==> config.mk <==
export PLATFORM = sky130hd
export DESIGN_NAME = seq_mult_wb
export DESIGN_NICKNAME = d
export VERILOG_FILES = /design/src/rtl/seq_mult_wb.sv
export SDC_FILE = /design/constraint.sdc
export NUM_CORES = 1
export LEC_CHECK = 0
export CORE_AREA = 10 10 165 167
export DETAILED_ROUTE_END_ITERATION = 8
export DIE_AREA = 0 0 175 177
export SLEW_MARGIN = 20
export SYNTH_ARGS = -nofsm -noshare
export SYNTH_HDL_FRONTEND = slang
export SYNTH_SLANG_ARGS = --single-unit
export TNS_END_PERCENT = 5
==> constraint.sdc <==
create_clock -name clk -period 4.9 [get_ports clk]
set_input_delay 1.47 -clock clk [delete_from_list [all_inputs] [get_ports clk]]
set_output_delay 1.47 -clock clk [all_outputs]
set_load 0.005 [all_outputs]
run_1/sizing.png
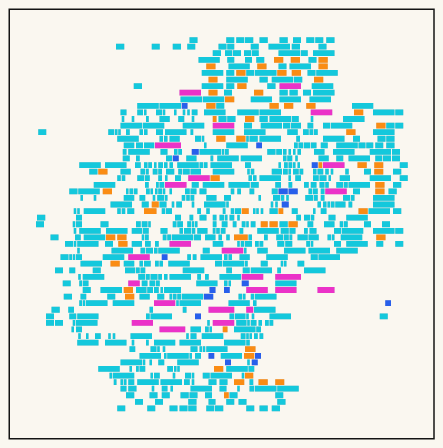
| size | color | cells | most used |
|---|---|---|---|
| x6 and larger | magenta | 24 | clkbuf_16 |
| x1 and smaller | cyan | 698 | dfrtp_1 |
| x3 and x4 | blue | 19 | buf_4 |
| x2 | orange | 60 | mux2_2 |
design area: 9081 um^2
Non-CTS buffers: 116
Area growth, synth to finish: 28.87%
Worst Slack Setup Final: 1.049 ns

run_1/closeup.png
Region (121, 123) to (141, 143) um. Cells in gray, sequential cells in the stronger gray; small squares are vias.
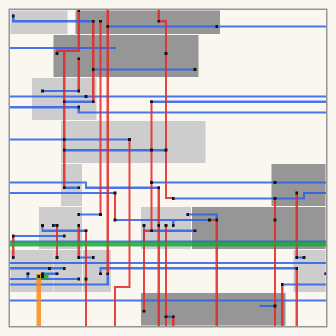
| layer | color |
|---|---|
| M4 | orange |
| M3 | green |
| M2 | red |
| M1 | blue |
sequential cells in the window: 4
most frequent: dfrtp_1 (4), mux2_2 (2)
cells with their middle in the window: 14

run_1/placed.png
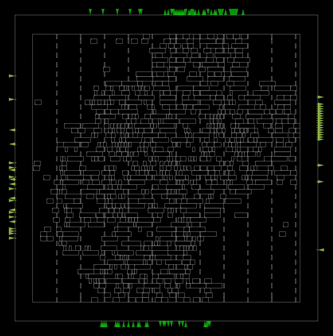
Tapcell Cnt: 324
Seq area share: 36.65%
Layout Cells excl Fill: 1125

run_1/pinout.png
Scale bar: 50 um. Pins as bars across the die edge, other pins in gray.
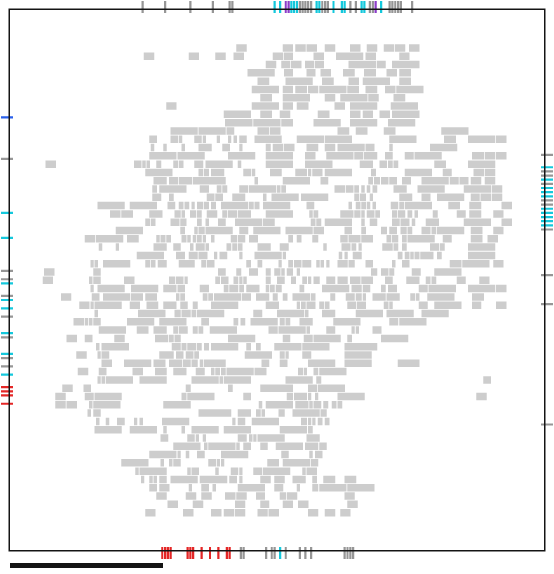
| port | color | pins | direction | edge |
|---|---|---|---|---|
| d_out_b | red | 16 | input | 12 south, 4 west |
| product | cyan | 32 | output | 13 north, 10 east, 8 west, 1 south |
| rd_lo | purple | 3 | input | north |
| clk | blue | 1 | input | west |
all pins by edge: 40 north, 26 south, 21 west, 20 east
I/O Buffers: 106
chip width: 175 um

==> flow_metrics.py <==
# Synthesis and PnR figures
metrics = {
    "global_route": {
        "antenna_found_initial": 0,
        "grt_pass1_vias": 5716,
        "grt_overflow_total": 0,
        "grt_pass1_wl_um": 32660,
        "grt_max_degree": 74,
        "track_usage_pct": 13.25,
    },
    "worst_hold_path": {
        "worstHoldPathCells": 2,
        "hold_class": "reg2reg",
    },
    "finish": {
        "finalNetCount": 870,
        "comb_area_share_pct": 38.94,
        "buf_share_pct": 12.65,
        "lay_top_count": "dfrtp_1",
        "seq_area_um2": 3328,
        "layout_top_cells": "dfrtp_1, clkdlybuf4s50_1, nand2_1, o21ai_0, mux2_2",
        "dominant-cell-class": "logic gates",
        "comb_area_um2": 3536,
        "comb.multi_input.count": 511,
        "fillers": 2420,
        "layout-drive-gt1-share_pct": 12.86,
        "ff_count": 133,
        "diodes": 0,
        "nClkBuffers": 19,
    },
    "synth": {
        "syn_area_um2": 7047,
        "top_area_share_pct": 47.23,
        "synth_flops": 133,
        "synth_area_per_cell_um2": 10.14,
        "ff_type": "dfrtp_1",
        "synth.distinct_cells": 57,
        "yosysWarnings": 0,
        "ys_seq_share_pct": 47.23,
        "async_flop_share_pct": 100.0,
        "area_leaders": "dfrtp_1, mux2_2, ha_1",
        "ys_area_um2": 7047,
        "ys_cells": 695,
        "top_area_cell": "dfrtp_1",
        "synthCells": 695,
    },
    "setup_path": {
        "cp-end-kind": "output port",
        "crit_family": "buffers and inverters",
        "max_stage_delay_ns": 0.51,
        "crit_arrival_ns": 2.38,
        "critPathRequiredTime_ns": 3.43,
        "crit_type": "reg2out",
        "cpMaxStageDelayCell": "clkdlybuf4s50_1",
        "reg2regPathDepth": 9,
        "critPathMaxFanout": 16,
        "path_buffers": 3,
        "crit_cells": 5,
        "startpoint_type": "flop",
    },
    "cts": {
        "clkLatencyLatePin_ns": 0.43,
        "cts_resized": 0,
        "h-tree-depth": 4,
        "cts_setup_buffers": 0,
        "clockBufferDepth": 2,
        "cts_hold_buf": 0,
        "cts_tree": "built",
        "cts_root_buffer": "clkbuf_16",
        "cts_buffers": 17,
        "path_clk_slew_ns": 0.06,
    },
    "pwr": {
        "switchingPower_uw": 2123,
        "clkPwrFrac_pct": 24.8,
        "power.internal_uw": 3348,
        "p_seq_share_pct": 34.6,
        "combPwrFrac_pct": 40.6,
        "irDropWorstVdd_uv": 225.3,
        "switching_share_pct": 38.80,
        "p_leak_uw": 0.004109,
    },
    "drt": {
        "first_pass_iters": 4,
        "ant_nets": 0,
        "via_count": 5590,
        "post_drt_wl_per_cell_um": 17.97,
        "wl_um": 20210,
        "via_per_inst": 4.969,
        "drtIter0Drc": 304,
    },
    "timing": {
        "setup_viol": 0,
        "rsz0062_at_grt": "no",
        "layout_min_cycle_time_ns": 3.851,
        "max_freq_mhz": 259.7,
        "fin_skew_ns": 0.01408,
        "tns_ns": 0,
        "slew-limit-headroom_pct": 37.84,
        "drv_slew": 0,
        "whs_ns": 0.4754,
        "worstMarginPinSlew_ns": 0.9292,
        "finalHoldViolations": 0,
    },
    "place": {
        "postPlaceCellArea_um2": 8459,
        "routabilityCongestion": 0.8633,
        "dp_hpwl_um": 14800,
    },
    "run_status": {
        "status": "finished, final reports clean",
    },
    "floorplan": {
        "fp-utilization_pct": 29.41,
        "core_um2": 23960,
        "rows": 57,
        "dieArea_um2": 30980,
        "boundaryPins": 107,
    },
    "job": {
        "warnings": 27,
        "maxCapViolCount": 0,
    },
}
-- run 1: power by group through the flow --
stage / registers [uW] / logic, uW / clock network [uW]
finish: 1890 / 2220 / 1360
global route: 1950 / 2510 / 1430
CTS: 1890 / 2260 / 1390
detailed placement: 1900 / 2250 / 0
global placement: 1910 / 2220 / 0
floorplan: 1750 / 1550 / 0
-- run 1: stage by stage --
step | instances | power, uW | util, % | setup slack [ns]
floorplan | 695 | 3300 | - | 1.779
global placement | 1094 | 4123 | 35.30 | 1.514
detailed placement | 1094 | 4151 | 35.30 | 1.475
CTS | 1125 | 5533 | 37.90 | 1.012
global route | 1125 | 5897 | 37.90 | 0.8625
finish | 1125 | 5470 | 37.90 | 1.049
-- run 1: routing by layer --
metal	share of wire (%)	GRT usage (%)
met1	44	16.27
met2	49	21.67
met3	5.1	3.542
met4	2.3	5.440
met5	0	0
-- run 1: kinds of logic after synthesis --
| family | count (synthesis) | synth area share [%] |
|---|---|---|
| flops | 133 | 47.23 |
| buf+inv | 51 | 3.018 |
| fa+ha+maj | 34 | 6.144 |
| xor+xnor | 25 | 3.107 |
| simple gates | 199 | 12.96 |
| compound gates | 206 | 20.06 |
| mux | 47 | 7.475 |
-- run 1: synthesized netlist by cell type (all sizes together) (2+ instances only) --
cell     instances
o211ai           3
nand2           99
nand2b           5
nor2b            4
xnor2           12
nand3b           3
nor2            22
o2111ai          2
mux2i            2
nor3b            6
nand4            4
ha              33
inv             10
a32o             2
nor3             9
and2             2
a21oi           37
o211a            2
o21ai           50
a211oi           3
mux2            45
a22oi           32
buf              9
or2              2
clkbuf          32
xor2            13
a31oi            6
o21a             4
a21o            17
dfrtp          133
and3             6
nand3           34
a22o            36
Power and IR drop assume default switching activity.
